$ cat src/rtl/tick_stopwatch_pkg.sv
// Shared types and constants for the tick-driven BCD stopwatch.
package tick_stopwatch_pkg;

  typedef enum logic [1:0] {
    STOPPED = 2'd0,
    RUN     = 2'd1,
    LAP     = 2'd2
  } sw_state_t;

  localparam int BCD_W = 4;

  // Active-low segments, bit 0 = a ... bit 6 = g
  localparam logic [6:0] SEG_LUT [0:9] = '{
    7'h40, 7'h79, 7'h24, 7'h30, 7'h19,
    7'h12, 7'h02, 7'h78, 7'h00, 7'h10
  };

endpackage

$ cat src/rtl/tick_stopwatch_if.sv
// Control/status bundle between the stopwatch and its user.
// seg/an exist only when TICK_STOPWATCH_SCAN_EN is defined.
interface tick_stopwatch_if
  import tick_stopwatch_pkg::*;
#(
  parameter int NDIGITS = 4
);
  logic                       tick_in;
  logic                       start;
  logic                       stop;
  logic                       lap;
  logic                       clr;
  logic                       dir;
  logic [BCD_W*NDIGITS-1:0]   count_bcd;
  logic [BCD_W*NDIGITS-1:0]   disp_bcd;
  logic                       carry;
  logic                       running;
`ifdef TICK_STOPWATCH_SCAN_EN
  logic [6:0]                 seg;
  logic [NDIGITS-1:0]         an;
`endif

  modport master (
`ifdef TICK_STOPWATCH_SCAN_EN
    input  seg, an,
`endif
    output tick_in, start, stop, lap, clr, dir,
    input  count_bcd, disp_bcd, carry, running
  );

  modport slave (
`ifdef TICK_STOPWATCH_SCAN_EN
    output seg, an,
`endif
    input  tick_in, start, stop, lap, clr, dir,
    output count_bcd, disp_bcd, carry, running
  );

endinterface

$ cat src/rtl/tick_stopwatch_bcd_digit.sv
// One BCD digit of the up/down counter; co_o is the ripple carry/borrow
// into the next digit and is only high while this digit is enabled.
module bcd_digit
  import tick_stopwatch_pkg::*;
(
  input  logic             clk,
  input  logic             rst_n,
  input  logic             en_i,
  input  logic             dir_i,
  input  logic             clr_i,
  output logic [BCD_W-1:0] value_o,
  output logic             co_o
);

  logic [BCD_W-1:0] value_q, value_d;

  always_comb begin
    value_d = value_q;
    if (clr_i) begin
      value_d = '0;
    end else if (en_i) begin
      if (dir_i) value_d = (value_q >= BCD_W'(9)) ? '0 : value_q + BCD_W'(1);
      else       value_d = (value_q == '0) ? BCD_W'(9) : value_q - BCD_W'(1);
    end
  end

  always_ff @(posedge clk or negedge rst_n) begin
    if (!rst_n) value_q <= '0;
    else        value_q <= value_d;
  end

  assign value_o = value_q;
  assign co_o    = en_i & (dir_i ? (value_q == BCD_W'(9)) : (value_q == '0));

endmodule

$ cat src/rtl/tick_stopwatch.sv
// Start/stop/lap stopwatch counting synchronised rising edges of tick_in.
// Define TICK_STOPWATCH_SCAN_EN to add the multiplexed 7-seg driver.
module tick_stopwatch
  import tick_stopwatch_pkg::*;
#(
  parameter int NDIGITS = 4
`ifdef TICK_STOPWATCH_SCAN_EN
  , parameter int SCAN_DIV = 50000
`endif
)(
  input  logic               clk,
  input  logic               rst_n,
  tick_stopwatch_if.slave    bus
);

  localparam int W = BCD_W * NDIGITS;

  logic             sync1_q, sync2_q, prev_q;
  logic             tick;
  logic             count_en;
  logic [NDIGITS:0] en_chain;
  logic [W-1:0]     count;
  logic [W-1:0]     disp_q;
  logic             carry_q;
  sw_state_t        state_q, state_d;

  always_ff @(posedge clk or negedge rst_n) begin
    if (!rst_n) begin
      sync1_q <= 1'b0;
      sync2_q <= 1'b0;
      prev_q  <= 1'b0;
    end else begin
      sync1_q <= bus.tick_in;
      sync2_q <= sync1_q;
      prev_q  <= sync2_q;
    end
  end

  assign tick = sync2_q & ~prev_q;

  always_ff @(posedge clk or negedge rst_n) begin
    if (!rst_n) state_q <= STOPPED;
    else        state_q <= state_d;
  end

  always_comb begin
    state_d = state_q;
    if (bus.clr) begin
      state_d = STOPPED;
    end else begin
      case (state_q)
        STOPPED: if (!bus.stop && bus.start) state_d = RUN;
        RUN:     if (bus.stop) state_d = STOPPED;
                 else if (bus.lap) state_d = LAP;
        LAP:     if (bus.stop) state_d = STOPPED;
                 else if (bus.lap) state_d = RUN;
        default: state_d = STOPPED;
      endcase
    end
  end

  // Uses the current state, so a tick alongside stop still counts and one alongside start does not
  assign count_en    = tick & (state_q != STOPPED) & ~bus.clr;
  assign en_chain[0] = count_en;

  for (genvar gi = 0; gi < NDIGITS; gi++) begin : g_digit
    bcd_digit u_digit (
      .clk     (clk),
      .rst_n   (rst_n),
      .en_i    (en_chain[gi]),
      .dir_i   (bus.dir),
      .clr_i   (bus.clr),
      .value_o (count[BCD_W*gi +: BCD_W]),
      .co_o    (en_chain[gi+1])
    );
  end

  always_ff @(posedge clk or negedge rst_n) begin
    if (!rst_n) begin
      carry_q <= 1'b0;
      disp_q  <= '0;
    end else begin
      carry_q <= en_chain[NDIGITS];
      if (bus.clr)
        disp_q <= '0;
      else if (!(state_q == LAP && state_d == LAP))
        disp_q <= count;
    end
  end

  assign bus.count_bcd = count;
  assign bus.disp_bcd  = disp_q;
  assign bus.carry     = carry_q;
  assign bus.running   = (state_q != STOPPED);

`ifdef TICK_STOPWATCH_SCAN_EN
  localparam int SCAN_W = (SCAN_DIV > 1) ? $clog2(SCAN_DIV) : 1;
  localparam int IDX_W  = (NDIGITS > 1) ? $clog2(NDIGITS) : 1;

  logic [SCAN_W-1:0]  scan_q;
  logic [IDX_W-1:0]   idx_q;
  logic [BCD_W-1:0]   digit_sel;
  logic [6:0]         seg_q;
  logic [NDIGITS-1:0] an_q;

  assign digit_sel = disp_q[BCD_W*idx_q +: BCD_W];

  always_ff @(posedge clk or negedge rst_n) begin
    if (!rst_n) begin
      scan_q <= '0;
      idx_q  <= '0;
      seg_q  <= '1;
      an_q   <= '1;
    end else begin
      if (scan_q == SCAN_W'(SCAN_DIV - 1)) begin
        scan_q <= '0;
        idx_q  <= (idx_q == IDX_W'(NDIGITS - 1)) ? '0 : idx_q + IDX_W'(1);
      end else begin
        scan_q <= scan_q + SCAN_W'(1);
      end
      an_q  <= ~(NDIGITS'(1) << idx_q);
      seg_q <= (digit_sel > BCD_W'(9)) ? 7'h7F : SEG_LUT[digit_sel];
    end
  end

  assign bus.seg = seg_q;
  assign bus.an  = an_q;
`endif

endmodule

$ cat src/flat_wrapper.sv
// flat-port wrapper written by rule: the top's interface ports become plain ports
module tick_stopwatch_flat import tick_stopwatch_pkg::*;
#(
  parameter int NDIGITS = 4

)
  (clk, rst_n, bus_tick_in, bus_start, bus_stop, bus_lap, bus_clr, bus_dir, bus_count_bcd, bus_disp_bcd, bus_carry, bus_running);
  tick_stopwatch_if #(.NDIGITS(NDIGITS)) bus_i ();
  input  logic clk;
  input  logic rst_n;
  input wire logic [$bits(bus_i.tick_in)-1:0] bus_tick_in;
  input wire logic [$bits(bus_i.start)-1:0] bus_start;
  input wire logic [$bits(bus_i.stop)-1:0] bus_stop;
  input wire logic [$bits(bus_i.lap)-1:0] bus_lap;
  input wire logic [$bits(bus_i.clr)-1:0] bus_clr;
  input wire logic [$bits(bus_i.dir)-1:0] bus_dir;
  output wire logic [$bits(bus_i.count_bcd)-1:0] bus_count_bcd;
  output wire logic [$bits(bus_i.disp_bcd)-1:0] bus_disp_bcd;
  output wire logic [$bits(bus_i.carry)-1:0] bus_carry;
  output wire logic [$bits(bus_i.running)-1:0] bus_running;
  assign bus_i.tick_in = bus_tick_in;
  assign bus_i.start = bus_start;
  assign bus_i.stop = bus_stop;
  assign bus_i.lap = bus_lap;
  assign bus_i.clr = bus_clr;
  assign bus_i.dir = bus_dir;
  assign bus_count_bcd = bus_i.count_bcd;
  assign bus_disp_bcd = bus_i.disp_bcd;
  assign bus_carry = bus_i.carry;
  assign bus_running = bus_i.running;
  tick_stopwatch #(.NDIGITS(NDIGITS)) u_core (.clk(clk), .rst_n(rst_n), .bus(bus_i));
endmodule
$ cat config.mk
export PLATFORM = sky130hd
export DESIGN_NAME = tick_stopwatch_flat
export DESIGN_NICKNAME = d
export VERILOG_FILES = /design/src/rtl/tick_stopwatch_pkg.sv /design/src/rtl/tick_stopwatch_if.sv /design/src/rtl/tick_stopwatch_bcd_digit.sv /design/src/rtl/tick_stopwatch.sv /design/src/flat_wrapper.sv
export SDC_FILE = /design/constraint.sdc
export NUM_CORES = 1
export LEC_CHECK = 0
export CAP_MARGIN = 10
export CORE_AREA = 8 8 62 90
export CTS_BUF_LIST = sky130_fd_sc_hd__clkbuf_4 sky130_fd_sc_hd__clkbuf_8
export DETAILED_ROUTE_END_ITERATION = 10
export DIE_AREA = 0 0 70 98
export GPL_ROUTABILITY_DRIVEN = 0
export HOLD_SLACK_MARGIN = 0.08
export PLACE_DENSITY = 0.86
export SLEW_MARGIN = 40
export SYNTH_ARGS = -nofsm -noshare
export SYNTH_HDL_FRONTEND = slang
export SYNTH_SLANG_ARGS = --single-unit
$ cat constraint.sdc
create_clock -name clk -period 6.3 [get_ports clk]
set_clock_uncertainty 0.2 [all_clocks]
set_input_delay 1.26 -clock clk [delete_from_list [all_inputs] [get_ports clk]]
set_output_delay 1.26 -clock clk [all_outputs]
set_load 0.03 [all_outputs]
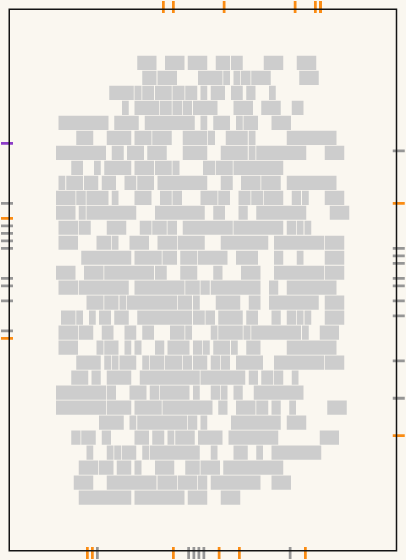
Fig. 1. Pin placement (run 1).
Pins as bars across the die edge, other pins in grey.
orange -> bus_count_bcd  # pins 16, direction output, edge 6 bottom, 6 top, 2 left, 2 right
purple -> clk  # pins 1, direction input, edge left
all pins by edge = 12 right, 12 left, 12 bottom, 6 top

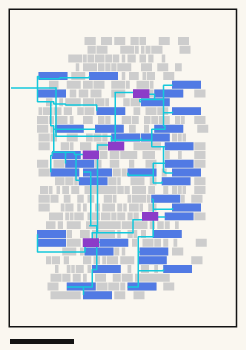
Fig. 2. Clock distribution (run 1).
Scale bar: 20 um.
cyan -> clock wires  # length 471 um
blue -> flip-flops  # count 38
purple -> clock-net drivers  # count 5
routed clock nets = 6

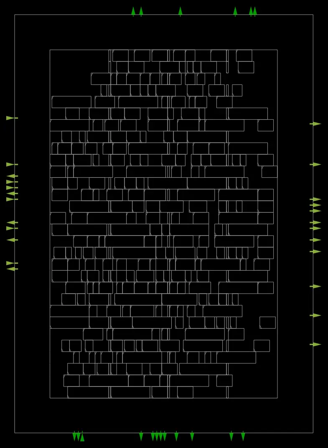
Fig. 3. Placement view (run 1).
sequential share of cell area: 0.3169
fill cell count: 349

==> impl_metrics.py, run 1 <==
# Generated from Yosys and OpenROAD reports
metrics = {
    "outcome": {
        "status": "completed",
    },
    "cells_and_area": {
        "clock_area_frac": 0.04754,
        "diodes": 0,
        "top_area_cell_class": "combinational gates",
        "numSequentialCells": 38,
        "stdcell_count": 338,
        "syn_to_final_growth_pct": 22.35,
        "stdcell_area_um2": 3000,
        "drive_above_1_share": 0.1241,
        "layout_top_cells": "40 x clkdlybuf4s50_1, 38 x dfrtp_1, 26 x nand2_1",
        "layout_top_cell": "clkdlybuf4s50_1",
        "clkbuf_count": 6,
        "buffers": 44,
        "comb_area_frac": 0.4595,
        "buffer_area_frac": 0.1435,
    },
    "sta": {
        "worst_slack_ns": 2.623,
        "finalSetupViolations": 0,
        "finalCriticalPeriod_ns": 3.677,
        "setup-tns-final_ns": 0,
        "slew_violations": 0,
        "hold_viol": 0,
    },
    "clock_tree": {
        "insertion_delay_ns": 0.30,
        "cts.sinks": 38,
        "htreeDepth": 2,
        "cts_tree": "built",
        "postCtsSetupRepairBufs": 0,
        "ctsResizeCount": 0,
    },
    "detailed_routing": {
        "wirelength_um": 5369,
        "drtPass1Iterations": 4,
        "vias": 2057,
        "viasPerCell": 6.086,
        "drtAntennaViolNets": 0,
        "drc_errors": 0,
        "drt-wirelength-per-cell_um": 15.88,
    },
    "global_route": {
        "grt_pass1_vias": 2071,
        "antenna_found_initial": 0,
    },
    "synthesis": {
        "synth_cells": 257,
        "aoi_share": 0.1898,
        "ys_sh_simple": 0.2393,
        "ys_chip_area_um2": 2452,
        "mux_area_frac": 0.04847,
        "ys_cells": 257,
        "synth-xor-area-share": 0,
        "synth-main-ff-cell": "dfrtp_1",
        "syn-mean-instance-area_um2": 9.542,
        "logic_family": "simple AND/OR/NAND/NOR gates",
        "yosys_warnings": 0,
        "top_area_cell": "dfrtp_1",
        "fa_ha_area_frac": 0.08163,
        "fp_nets": 281,
        "yosys-top-cells-count": "38 x dfrtp_1, 26 x nand2_1, 18 x nor2_1, 18 x o21ai_0, 16 x ha_1",
    },
    "pwr": {
        "seq_power_share": 0.444,
        "power.share.clock": 0.452,
        "power.leakage_uw": 0.001208,
        "ir_drop_mv": 0.1811,
        "switchingPower_uw": 126.8,
        "cellPowerDensity_nw_per_um2": 189.1,
        "comb_power_share": 0.104,
    },
    "floorplan": {
        "die-area_um2": 6860,
        "rows": 30,
        "fp_util": 0.5632,
        "fp.dieH_um": 98,
        "io_pins": 42,
        "chipWidth_um": 70,
    },
    "worst_setup_path": {
        "crit_chain": "clkdlybuf4s50_1 -> or3b_4 -> a2111oi_4 -> buf_4 -> and4b_2 -> mux2i_1",
        "critPathRequiredTime_ns": 6.32,
        "worst_path_largest_cell_delay_ns": 0.63,
        "critPathCaptureType": "flop",
        "cp_slowest_cell": "clkdlybuf4s50_1",
        "cp_top_family": "buffers and inverters",
        "crit_fanout": 14,
        "crit_buf_inv": 2,
    },
    "run": {
        "maxCapViolations": 0,
        "warning_count": 38,
    },
    "hold_path": {
        "min_path_type": "flop to flop",
    },
}
[run 1: power by group through the flow]
stage          Combinational [uW]  Sequential [uW]  Clock (uW)
2_1_floorplan                33.2              260           0
3_3_place_gp                 57.8              257           0
3_5_place_dp                 58.9              257           0
4_1_cts                      59.2              252         259
5_1_grt                      64.9              253         269
6_report                     58.9              252         257
[run 1: sequential cells by signal, summed over array words and instances, names as in the netlist]
signal and flops:
u_core.bus.disp_bcd 16, u_core.sync2_q 1, u_core.sync1_q 1, u_core.state_q 2
u_core.prev_q 1, u_core.bus.carry 1, u_core.g_digit.u_digit.value_o 16
[run 1: metal layers]
layer | up-vias | routed length (um) | track usage
li1 | 989 | - | -
met1 | 1002 | 2158 | 0.1711
met2 | 55 | 2835 | 0.2823
met3 | 11 | 301 | 0.04670
met4 | 0 | 74 | 0.06056
met5 | - | 0 | 0
[run 1: stage by stage]
step / hold WS (ns) / utilization / total power, uW
after detailed placement: 0.1403 / 0.6557 / 315.7
after floorplan: 0.1312 / - / 293.3
after global routing: 0.1834 / 0.6891 / 586.7
after global placement: 0.1337 / 0.6529 / 314.4
after CTS: 0.1583 / 0.6885 / 570.0
final: 0.1562 / 0.6891 / 567.3
[run 1: final timing paths]
kind,start,end,cells past startpoint
setup / recovery,bus_dir,u_core.g_digit[3].u_digit.value_o[0],6
max in group asynchronous,rst_n,u_core.prev_q,1
hold reg to reg,u_core.sync1_q,u_core.sync2_q,0
min in group asynchronous,rst_n,u_core.g_digit[0].u_digit.value_o[0],1
hold / removal,u_core.sync1_q,u_core.sync2_q,0
setup reg to reg,u_core.g_digit[0].u_digit.value_o[0],u_core.g_digit[3].u_digit.value_o[0],7
Fig. 4: run 1, cell area per tile
7 x 10 tiles, from white (low) to dark blue (high), 0 to 100% covered.
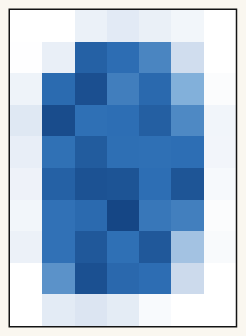

==> run 1 -> run 2 <==
Settings changed: CORE_AREA 8 8 62 90 to 8 8 67 97, DIE_AREA 0 0 70 98 to 0 0 75 105, PLACE_DENSITY 0.86 to 0.77.
Clock period 6.3 ns to 3.09 ns, I/O delays scaled along.
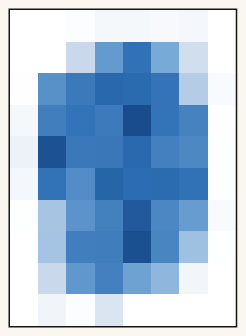
Fig. 5. Cell area per tile (run 2).
8 x 10 tiles, from white (low) to dark blue (high), 0 to 100% covered.
densest ninth of the die = centre
fullest tile = 89%
tiles over 75% full = 13%
mean over tiles = 37%

==> run 2 against run 1 <==
Area after synthesis did not move. Routed wire length rose by 1.5%. Sequential power rose by 100%. Flip-flop count did not move. Power rose by 75%. Critical endpoint is now u_core.g_digit[1].u_digit.value_o[2]. Largest power group is now registers.
==> impl_metrics.py, run 2 <==
# Generated from Yosys and OpenROAD reports
metrics = {
    "detailed_routing": {
        "viasPerCell": 5.562,
        "drtPass1Iterations": 4,
        "drtAntennaViolNets": 0,
        "drt-wirelength-per-cell_um": 15.01,
        "drc_errors": 0,
        "vias": 2019,
        "wirelength_um": 5450,
    },
    "pwr": {
        "power.share.clock": 0.357,
        "power.leakage_uw": 0.001211,
        "ir_drop_mv": 0.2682,
        "cellPowerDensity_nw_per_um2": 329.0,
        "switchingPower_uw": 258.0,
        "seq_power_share": 0.517,
        "p_total_uw": 994.4,
        "comb_power_share": 0.126,
    },
    "sta": {
        "worst_slack_ns": 0.4728,
        "slew_violations": 0,
        "setup-tns-final_ns": 0,
        "whs_ns": 0.08316,
        "finalClockPeriodUsage": 0.8470,
        "hold_viol": 0,
        "finalSetupViolations": 0,
        "finalCriticalPeriod_ns": 2.617,
    },
    "worst_setup_path": {
        "cp-endpoint": "u_core.g_digit[1].u_digit.value_o[2]",
        "crit_fanout": 9,
        "r2r_cells": 7,
        "reg2reg_from": "u_core.g_digit[0].u_digit.value_o[0]",
        "cp.arrival_ns": 2.62,
        "crit_chain": "inv_1 -> ha_1 -> or3b_4 -> a2111oi_4 -> buf_4 -> o21ai_2 -> a221oi_2",
        "crit_start": "u_core.g_digit[0].u_digit.value_o[0]",
        "critPathRequiredTime_ns": 3.09,
        "cp_slowest_cell": "dfrtp_1",
        "cp_num_cells": 7,
        "cp_top_family": "AND-OR/OR-AND gates",
        "worst_path_largest_cell_delay_ns": 0.48,
        "crit_buf_inv": 2,
        "r2r_end": "u_core.g_digit[1].u_digit.value_o[2]",
        "critPathCaptureType": "flop",
    },
    "synthesis": {
        "ys_chip_area_um2": 2452,
        "syn-mean-instance-area_um2": 9.542,
        "ys_cells": 257,
        "top_area_cell": "dfrtp_1",
        "synth-main-ff-cell": "dfrtp_1",
        "fp_nets": 281,
        "yosys-top-cells-count": "38 x dfrtp_1, 26 x nand2_1, 18 x nor2_1, 18 x o21ai_0, 16 x ha_1",
        "yosys_warnings": 0,
        "synth_cells": 257,
        "syn_area_um2": 2452,
    },
    "floorplan": {
        "rows": 32,
        "die-area_um2": 7875,
        "chipWidth_um": 75,
        "fp_util": 0.4823,
        "fp.dieH_um": 105,
        "io_pins": 42,
    },
    "run": {
        "maxCapViolations": 0,
        "warning_count": 38,
    },
    "cells_and_area": {
        "drive_above_1_share": 0.1390,
        "syn_to_final_growth_pct": 23.27,
        "post-route-util": 0.5945,
        "layout_top_cell": "clkdlybuf4s50_1",
        "layout_top_cells": "40 x clkdlybuf4s50_1, 38 x dfrtp_1, 26 x nand2_1",
        "stdcell_area_um2": 3023,
        "diodes": 0,
        "stdcell_count": 363,
        "n_fill_cell": 473,
    },
    "hold_path": {
        "min_path_type": "input port to async pin",
    },
    "clock_tree": {
        "ctsResizeCount": 0,
        "postCtsSetupRepairBufs": 0,
        "htreeDepth": 2,
        "cts_tree": "built",
        "cts.sinks": 38,
        "insertion_delay_ns": 0.29,
    },
    "global_route": {
        "grt_max_degree": 39,
        "grt_pass1_vias": 2027,
        "antenna_found_initial": 0,
    },
    "placement": {
        "dp_slack_ns": 0.2409,
    },
    "outcome": {
        "status": "completed",
    },
}
run 2: cell counts after synthesis:
Identical to the previous run, type by type.
run 2: worst reg2reg max path: cells and delay by family (launching register included):
family,cells,cell delay (ns)
compound gates,3,0.76
fa+ha+maj,1,0.28
buf+inv,2,0.39
flops,1,0.48
simple gates,1,0.42
run 2: power by group through the flow:
stage / combinational [uW] / clock [uW] / sequential, uW
2_1_floorplan: 67.6 / 0 / 530
3_3_place_gp: 123 / 0 / 523
3_5_place_dp: 125 / 0 / 524
4_1_cts: 126 / 359 / 514
5_1_grt: 138 / 382 / 515
6_report: 125 / 355 / 514
run 2: how the worst min path moves through the flow:
stage	end	slack [ns]	start
6_report	u_core.bus.disp_bcd[0]	0.08	rst_n
5_1_grt	u_core.state_q[1]	0.12	rst_n
4_1_cts	u_core.sync2_q	0.16	u_core.sync1_q
3_5_place_dp	u_core.sync2_q	0.14	u_core.sync1_q
3_3_place_gp	u_core.sync2_q	0.14	u_core.sync1_q
2_1_floorplan	u_core.bus.carry	0.12	rst_n
run 2: cell families after synthesis:
| group | synth area share |
|---|---|
| simple gates | 0.2393 |
| compound gates | 0.1898 |
| flops | 0.3878 |
| buf+inv | 0.05306 |
| fa+ha+maj | 0.08163 |
| mux | 0.04847 |
run 2: layer usage:
layer  wire length [um]  up-vias  global-route usage
li1                   -      996                   -
met1               2320      978              0.1671
met2               2837       39              0.2556
met3                227        6             0.03541
met4                 64        0             0.05493
met5                  0        -                   0
run 2: area by class of cell:
type / instances / area (um^2) / share of cell area
sequential: 38 / 950.9 / 0.3146
clock inverter: 2 / 12.51 / 0.004139
inverter: 10 / 37.54 / 0.01242
multi-input combinational: 190 / 1374 / 0.4545
timing repair buffer: 49 / 480.5 / 0.1589
tap: 68 / 85.08 / 0.02815
clock buffer: 6 / 82.58 / 0.02732
Power figures rest on the tool's default switching activity, not on a simulated workload.
